==> src/rtl/pnode_pkg.sv <==
`default_nettype none
// ============================================================================
// Module      : pnode_pkg
// Description : Shared widths, types and CSR map for the pnode tagger and
//               anything that decodes its beats.
// Revision    : 1.0 - initial release
// ============================================================================
package pnode_pkg;

    localparam int TAG_W   = 12;
    localparam int DATA_W  = 128;
    localparam int PNODE_W = TAG_W + 2 + DATA_W;

    typedef logic [TAG_W-1:0] tag_t;

    // Layout of one emitted beat; tag occupies the MSBs
    typedef struct packed {
        tag_t              tag;
        logic              sop;
        logic              eop;
        logic [DATA_W-1:0] data;
    } pnode_beat_t;

    // Packet framing state
    typedef enum logic [0:0] {
        ST_IDLE   = 1'b0,
        ST_IN_PKT = 1'b1
    } pkt_state_e;

    // CSR word addresses
    localparam logic [1:0] CSR_NEXT_TAG = 2'd0;
    localparam logic [1:0] CSR_PKT_CNT  = 2'd1;
    localparam logic [1:0] CSR_DROP_CNT = 2'd2;
    localparam logic [1:0] CSR_ERR_CNT  = 2'd3;

endpackage
`default_nettype wire

==> src/rtl/pnode_skid_buffer.sv <==
`default_nettype none
// ============================================================================
// Module      : pnode_skid_buffer
// Description : Two-entry valid/ready buffer. The input ready is a registered
//               "not full" flag, so it never depends combinationally on the
//               downstream ready. Head entry drives the output directly.
// Revision    : 1.0 - initial release
// ============================================================================
module pnode_skid_buffer #(
    parameter int WIDTH = 8
) (
    input  logic             clk,
    input  logic             rst,
    input  logic [WIDTH-1:0] in_data_i,
    input  logic             in_valid_i,
    output logic             in_ready_o,
    output logic [WIDTH-1:0] out_data_o,
    output logic             out_valid_o,
    input  logic             out_ready_i
);

    logic [WIDTH-1:0] head_q, head_d;
    logic [WIDTH-1:0] tail_q, tail_d;
    logic [1:0]       count_q, count_d;
    logic             ready_q;
    logic             w_push;
    logic             w_pop;

    assign w_push      = in_valid_i & ready_q;
    assign w_pop       = (count_q != 2'd0) & out_ready_i;
    assign in_ready_o  = ready_q;
    assign out_valid_o = (count_q != 2'd0);
    assign out_data_o  = head_q;

    // Next-state of the two slots: head is always the oldest beat
    always_comb begin
        head_d  = head_q;
        tail_d  = tail_q;
        count_d = count_q;
        case ({w_push, w_pop})
            2'b10: begin
                if (count_q == 2'd0) begin
                    head_d = in_data_i;
                end else begin
                    tail_d = in_data_i;
                end
                count_d = count_q + 2'd1;
            end
            2'b01: begin
                if (count_q == 2'd2) begin
                    head_d = tail_q;
                end
                count_d = count_q - 2'd1;
            end
            2'b11: begin
                // Push while full cannot happen: ready_q is low at count 2
                if (count_q == 2'd1) begin
                    head_d = in_data_i;
                end else begin
                    head_d = tail_q;
                    tail_d = in_data_i;
                end
            end
            default: ;
        endcase
    end

    // Slot registers and registered not-full flag
    always_ff @(posedge clk) begin
        if (rst) begin
            head_q  <= '0;
            tail_q  <= '0;
            count_q <= 2'd0;
            ready_q <= 1'b0;
        end else begin
            head_q  <= head_d;
            tail_q  <= tail_d;
            count_q <= count_d;
            ready_q <= (count_d != 2'd2);
        end
    end

endmodule
`default_nettype wire

==> src/rtl/pnode_tagger_128.sv <==
`default_nettype none
// ============================================================================
// Module      : pnode_tagger_128
// Description : Tags every beat of an upstream packet stream with a per-packet
//               tag, drops beats that arrive outside a packet, and exposes
//               next-tag / packet / drop / error counters on a small CSR port.
// Revision    : 1.0 - initial release
// ============================================================================
module pnode_tagger_128 #(
    parameter int TAG_W  = pnode_pkg::TAG_W,
    parameter int DATA_W = pnode_pkg::DATA_W
) (
    input  logic                      clock,
    input  logic                      reset,
    input  logic [DATA_W-1:0]         asi_data,
    input  logic                      asi_sop,
    input  logic                      asi_eop,
    input  logic                      asi_valid,
    output logic                      asi_ready,
    output logic [TAG_W+2+DATA_W-1:0] pnode_data,
    output logic                      pnode_valid,
    input  logic                      pnode_ready,
    input  logic                      avs_cfg_write,
    input  logic                      avs_cfg_read,
    input  logic [1:0]                avs_cfg_address,
    input  logic [31:0]               avs_cfg_writedata,
    output logic [31:0]               avs_cfg_readdata
);

    import pnode_pkg::*;

    localparam int               BEAT_W  = TAG_W + 2 + DATA_W;
    localparam logic [TAG_W-1:0] TAG_ONE = {{(TAG_W-1){1'b0}}, 1'b1};

    pkt_state_e        state_q, state_d;
    logic [TAG_W-1:0]  next_tag_q, next_tag_d;
    logic [TAG_W-1:0]  cur_tag_q, cur_tag_d;
    logic [31:0]       pkt_cnt_q, pkt_cnt_d;
    logic [31:0]       drop_cnt_q, drop_cnt_d;
    logic [31:0]       err_cnt_q, err_cnt_d;
    logic [31:0]       rdata_q;

    logic              w_rst;
    logic              w_accept;
    logic              w_keep;
    logic              w_drop;
    logic              w_err;
    logic [TAG_W-1:0]  w_beat_tag;
    logic [TAG_W-1:0]  w_wr_tag;
    logic [BEAT_W-1:0] w_beat;
    logic              w_unused_wdata;

    assign w_rst    = ~reset;
    assign w_accept = asi_valid & asi_ready;
    assign w_beat   = {w_beat_tag, asi_sop, asi_eop, asi_data};
    // Tag 0 is reserved, so a CSR write of 0 is promoted to 1
    assign w_wr_tag = (avs_cfg_writedata[TAG_W-1:0] == '0) ? TAG_ONE
                                                            : avs_cfg_writedata[TAG_W-1:0];
    assign w_unused_wdata = ^avs_cfg_writedata[31:TAG_W];

    // Framing FSM and tag assignment for the beat being accepted this cycle
    always_comb begin
        state_d    = state_q;
        next_tag_d = next_tag_q;
        cur_tag_d  = cur_tag_q;
        w_beat_tag = cur_tag_q;
        w_keep     = 1'b0;
        w_drop     = 1'b0;
        w_err      = 1'b0;
        if (w_accept) begin
            if (asi_sop) begin
                // Any sop opens a new packet, even one arriving mid-packet
                w_keep     = 1'b1;
                w_beat_tag = next_tag_q;
                cur_tag_d  = next_tag_q;
                next_tag_d = (next_tag_q == {TAG_W{1'b1}}) ? TAG_ONE : next_tag_q + TAG_ONE;
                w_err      = (state_q == ST_IN_PKT);
                state_d    = asi_eop ? ST_IDLE : ST_IN_PKT;
            end else if (state_q == ST_IDLE) begin
                w_drop = 1'b1;
            end else begin
                w_keep = 1'b1;
                if (asi_eop) begin
                    state_d = ST_IDLE;
                end
            end
        end
        // A CSR write wins over the advance; the sop above already used the old value
        if (avs_cfg_write && (avs_cfg_address == CSR_NEXT_TAG)) begin
            next_tag_d = w_wr_tag;
        end
    end

    // Event counters; a CSR write clears and overrides a same-cycle increment
    always_comb begin
        pkt_cnt_d  = pkt_cnt_q;
        drop_cnt_d = drop_cnt_q;
        err_cnt_d  = err_cnt_q;
        if (w_accept && asi_eop) begin
            pkt_cnt_d = pkt_cnt_q + 32'd1;
        end
        if (w_drop && (drop_cnt_q != 32'hFFFF_FFFF)) begin
            drop_cnt_d = drop_cnt_q + 32'd1;
        end
        if (w_err && (err_cnt_q != 32'hFFFF_FFFF)) begin
            err_cnt_d = err_cnt_q + 32'd1;
        end
        if (avs_cfg_write) begin
            case (avs_cfg_address)
                CSR_PKT_CNT:  pkt_cnt_d  = '0;
                CSR_DROP_CNT: drop_cnt_d = '0;
                CSR_ERR_CNT:  err_cnt_d  = '0;
                default: ;
            endcase
        end
    end

    // State, tag and counter registers
    always_ff @(posedge clock) begin
        if (!reset) begin
            state_q    <= ST_IDLE;
            next_tag_q <= TAG_ONE;
            cur_tag_q  <= '0;
            pkt_cnt_q  <= '0;
            drop_cnt_q <= '0;
            err_cnt_q  <= '0;
        end else begin
            state_q    <= state_d;
            next_tag_q <= next_tag_d;
            cur_tag_q  <= cur_tag_d;
            pkt_cnt_q  <= pkt_cnt_d;
            drop_cnt_q <= drop_cnt_d;
            err_cnt_q  <= err_cnt_d;
        end
    end

    // CSR read data: captured one cycle after a read, held otherwise
    always_ff @(posedge clock) begin
        if (!reset) begin
            rdata_q <= '0;
        end else if (avs_cfg_read) begin
            case (avs_cfg_address)
                CSR_NEXT_TAG: rdata_q <= 32'(next_tag_q);
                CSR_PKT_CNT:  rdata_q <= pkt_cnt_q;
                CSR_DROP_CNT: rdata_q <= drop_cnt_q;
                default:      rdata_q <= err_cnt_q;
            endcase
        end
    end

    assign avs_cfg_readdata = rdata_q;

    pnode_skid_buffer #(
        .WIDTH (BEAT_W)
    ) u_skid (
        .clk         (clock),
        .rst         (w_rst),
        .in_data_i   (w_beat),
        .in_valid_i  (w_keep),
        .in_ready_o  (asi_ready),
        .out_data_o  (pnode_data),
        .out_valid_o (pnode_valid),
        .out_ready_i (pnode_ready)
    );

endmodule
`default_nettype wire

==> config.mk <==
export PLATFORM = sky130hd
export DESIGN_NAME = pnode_tagger_128
export DESIGN_NICKNAME = d
export VERILOG_FILES = /design/src/rtl/pnode_pkg.sv /design/src/rtl/pnode_skid_buffer.sv /design/src/rtl/pnode_tagger_128.sv
export SDC_FILE = /design/constraint.sdc
export NUM_CORES = 1
export LEC_CHECK = 0
export CAP_MARGIN = 20
export CORE_MARGIN = 2
export CORE_UTILIZATION = 47
export DETAILED_ROUTE_END_ITERATION = 12
export PLACE_DENSITY = 0.87
export SLEW_MARGIN = 20
export SYNTH_ARGS = -nofsm -noshare
export SYNTH_HDL_FRONTEND = slang
export SYNTH_SLANG_ARGS = --single-unit
==> constraint.sdc <==
create_clock -name clock -period 2.75 [get_ports clock]
set_input_delay 0.55 -clock clock [delete_from_list [all_inputs] [get_ports clock]]
set_output_delay 0.55 -clock clock [all_outputs]
set_load 0.02 [all_outputs]
**Run 1: track usage over the die**

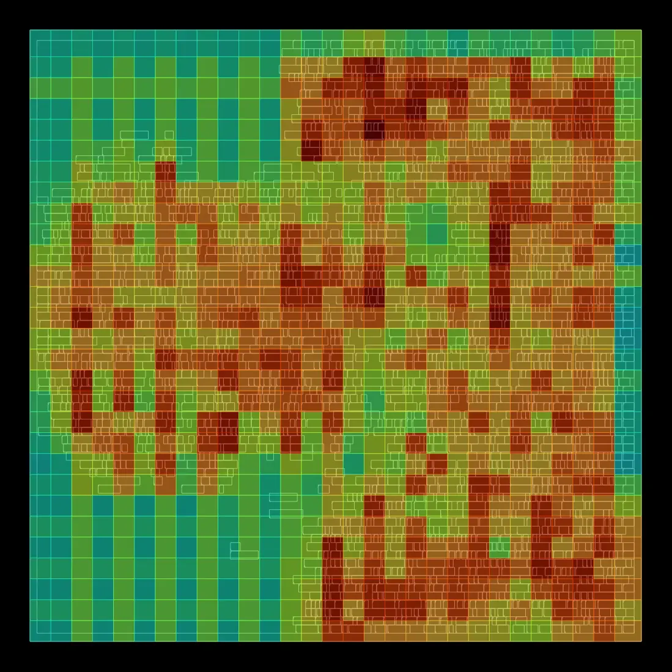
met3 Usage GRT: 4.69%
met1 capacity usage during global routing: 33.6%
Tot GR Track Use: 27.3%

**Run 1: gate-type map**

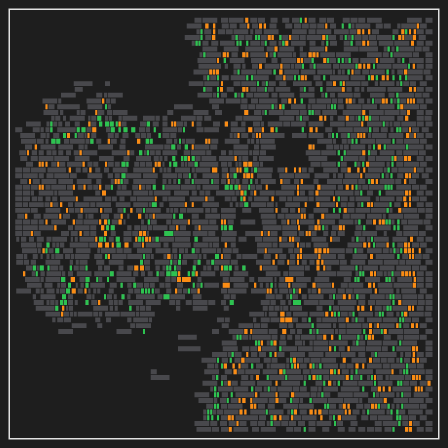
Orange is nor cells, cells 456, most used nor2_1, where spread over the die. Green is nand cells, cells 403, most used nand2_1, where spread over the die.

==> highlights.md, run 1 <==
## Run status
- finished clean — result of the run

## Floorplan
- 202 µm — DIE WIDTH
- 202 µm — Die Ht
- 72 — standard-cell row count
- 346 — total I/O pin count

## Yosys
- 0 — number of enable-type register cells in the synthesized netlist
- 2204 — # Cells Yosys
- dfxtp_1 — Post-synth top flop
- 440 — number of synthesized register bits

## GRT
- met2 — GRT Max-Usage Layer
- 17500 — via count of the first global-routing pass
- 2 — number of antenna violations at the first check in global routing

## Worst setup path
- inv_1 — crit-path most repeated cell
- clkdlybuf4s50_1 — Slowest cell on crit path
- 0.64 ns — highest cell delay on the worst timing path
- 10 — R2R depth
- 2.01 ns — Worst EP arrival
- inv_1, ha_1, inv_1, clkdlybuf4s50_1 — Critical Path, Cell by Cell

## Place
- -0.195 ns — Place WS
- 22800 µm² — cell area after placement
- 0.880 — Final Wtd Congestion

## Power and ir drop
- 3.79 mW — P_sw

## Flow run
- 0 — Max Cap Violations

## Routing
- 4.97 mm — wire length on met3
- 6 — first-pass iteration count of the detailed router
- 0 — remaining number of nets flagged by the antenna check after routing

## STA
- 391 MHz — Peak Freq

## CTS
- 440 — total number of clock tree sinks

**Run 1: signal wires by layer**

The bar under the picture is 50 µm long. Only two layers are drawn.
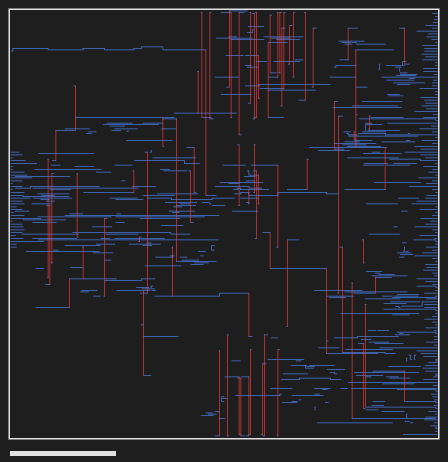
Red is M4, wire length 2390 µm. Blue is M3, wire length 4970 µm.
routed length per instance: 18.9 µm
total vias in the final route: 18200
sum of routed wire length over all layers: 57.7 mm

[run 1: logic make-up after synthesis]
group / after synthesis / synth area share, %
xor+xnor: 40 / 1.90
flops: 440 / 47.8
fa+ha+maj: 12 / 0.815
simple gates: 956 / 23.5
buf+inv: 207 / 4.25
mux: 54 / 3.85
compound gates: 495 / 17.9
[run 1: placed cells by master, fill, tap and decap left out, types with 43 or more instances in the layout]
cell type and count:
dfxtp_1 440, clkdlybuf4s50_1 323, nand2_1 322, nor2_1 277, a21oi_1 185, nor3_1 156, a221oi_1 132, buf_4 79
a211oi_1 50, o21ai_0 48, clkbuf_16 46, nand3_1 43
==> run 1 -> run 2 <==
--- a/config.mk
+++ b/config.mk
@@ -5,10 +5,10 @@
 export SDC_FILE = /design/constraint.sdc
 export NUM_CORES = 1
 export LEC_CHECK = 0
-export CAP_MARGIN = 20
 export CORE_MARGIN = 2
 export CORE_UTILIZATION = 47
 export DETAILED_ROUTE_END_ITERATION = 12
+export GPL_TIMING_DRIVEN = 0
 export PLACE_DENSITY = 0.87
 export SLEW_MARGIN = 20
 export SYNTH_ARGS = -nofsm -noshare
**Run 2: track usage over the die**

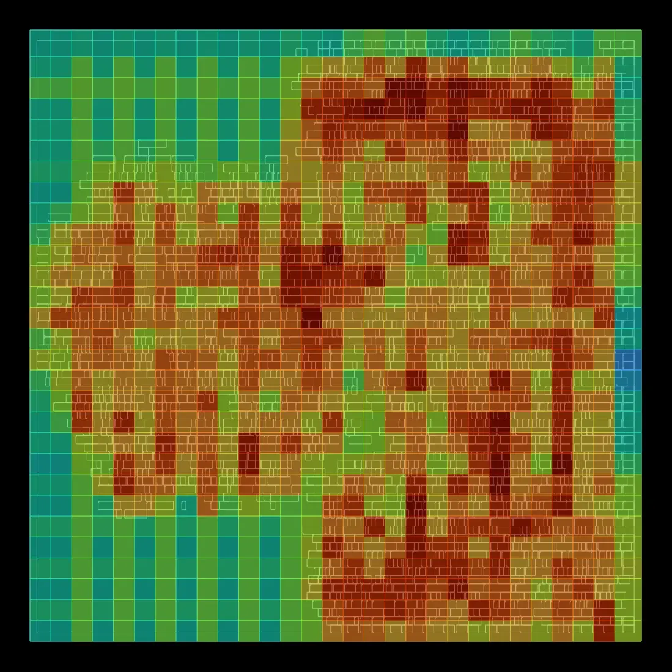
met3 Usage GRT: 5.24%
met2 track demand over resource: 49.4%

**Run 2: cells colored by class**

The bar under the picture is 50 µm long.
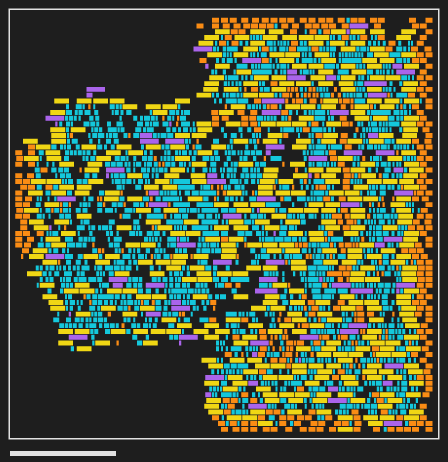
Yellow is sequential cells, cells 440. Orange is remaining buffers and delay cells, cells 507. Purple is clock drivers and dummy loads, cells 84. Cyan is remaining logic cells, cells 1583.

**Run 2: sequential cells colored by netlist name**

The bar under the picture is 50 µm long.
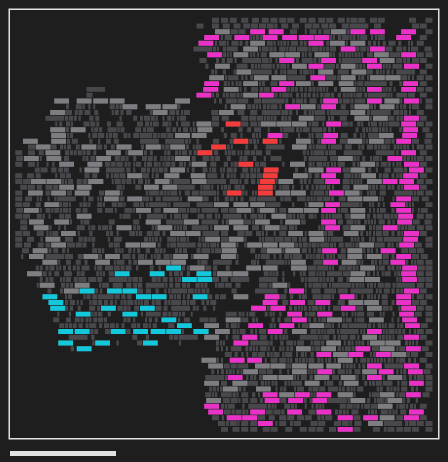
Red is next_tag_q, flops 12. Cyan is err_cnt_q, flops 32. Magenta is u_skid.out_data_o, flops 142.
Another 254 sequential cells are not colored.

==> highlights.md, run 2 <==
## Run status
- finished clean — result of the run

## CTS
- 0 — Post-CTS Hold Buffers
- 440 — total number of clock tree sinks, unchanged

## GRT
- 17800 — via count of the first global-routing pass, +1.9%
- 36.1% — met1 capacity usage during global routing, +2.5 points
- 29.3% — Tot GR Track Use, +2.0 points
- 5 — number of antenna violations at the first check in global routing, +3
- met2 — GRT Max-Usage Layer
- 0 — residual overflow from global routing

## Floorplan
- 202 µm — Die Ht, unchanged
- 72 — standard-cell row count, unchanged
- 346 — total I/O pin count, unchanged

## Worst setup path
- 3.08 ns — Worst EP arrival, +1.07 ns
- or3_4 — Slowest cell on crit path
- inv_1, ha_2, nor2b_4, inv_2, ha_2, nor2b_1, or3_4, clkbuf_8, clkbuf_4, a221oi_1, nor3_1 — Critical Path, Cell by Cell
- 0.41 ns — highest cell delay on the worst timing path, -0.23 ns
- 0.09 ns — Worst R2R Setup Slack
- 11 — R2R depth, +1
- u_skid.count_q[1] — start point of the critical path
- ha_2 — crit-path most repeated cell
- u_skid.out_data_o[9] — worst reg2reg endpoint

## Yosys
- 1.90% — xor-xnor portion of the synthesized cell area, unchanged
- 23.5% — Basic Gates by Area, unchanged
- simple AND/OR/NAND/NOR gates — comb area leader
- dfxtp_1 — Post-synth top flop
- 440 — number of synthesized register bits, unchanged
- 0 — number of enable-type register cells in the synthesized netlist, unchanged
- 2204 — # Cells Yosys, unchanged
- 3.85% — share of cell area taken by muxes after synthesis, unchanged

## Flow run
- 0 — Max Cap Violations, unchanged

## Power and ir drop
- 25.7% — switching share of total power

## Routing
- 20.0 µm — routed length per instance, +5.8%
- 5.70 mm — wire length on met3, +15%
- 19000 — total vias in the final route, +4.4%
- 62.7 mm — sum of routed wire length over all layers, +8.7%
- 8 — first-pass iteration count of the detailed router, +2
- 0 — remaining number of nets flagged by the antenna check after routing, unchanged

## Cells and area
- dfxtp_1 — leading cell type in the layout, fill and taps excluded
- 8810 µm² — Register Area
- dfxtp_1, nand2_1, clkdlybuf4s50_1 — most frequent cells in the layout

## STA
- 0 — Setup Viol. Count Final
- 376 MHz — Peak Freq, -3.9%
- 0 — final tally of max-slew violations

## Place
- 0.933 — Final Wtd Congestion, +6.0%
- 22300 µm² — cell area after placement, -2.1%

==> run 2: cell counts after synthesis <==
Identical to the previous run, type by type.
==> run 2: power by group through the flow <==
stage | clock (mW) | combinational (mW) | sequential (mW)
2_1_floorplan | 0 | 0.688 | 7.13
3_3_place_gp | 0 | 1.70 | 6.95
3_5_place_dp | 0 | 1.74 | 6.96
4_1_cts | 6.50 | 1.79 | 6.83
5_1_grt | 6.76 | 1.96 | 6.87
6_report | 6.49 | 1.84 | 6.84
==> run 2: stage by stage <==
stage	setup TNS, ns	hold WS (ns)	setup WS [ns]
4_1_cts	-0.00626	0.371	-0.00403
6_report	0	0.381	0.0889
3_5_place_dp	-337.51	0.446	-1.50
5_1_grt	-0.0964	0.443	-0.0239
3_3_place_gp	-359.40	0.441	-1.60
2_1_floorplan	0	0.436	0.150
Power is estimated from default activity; no workload was simulated.
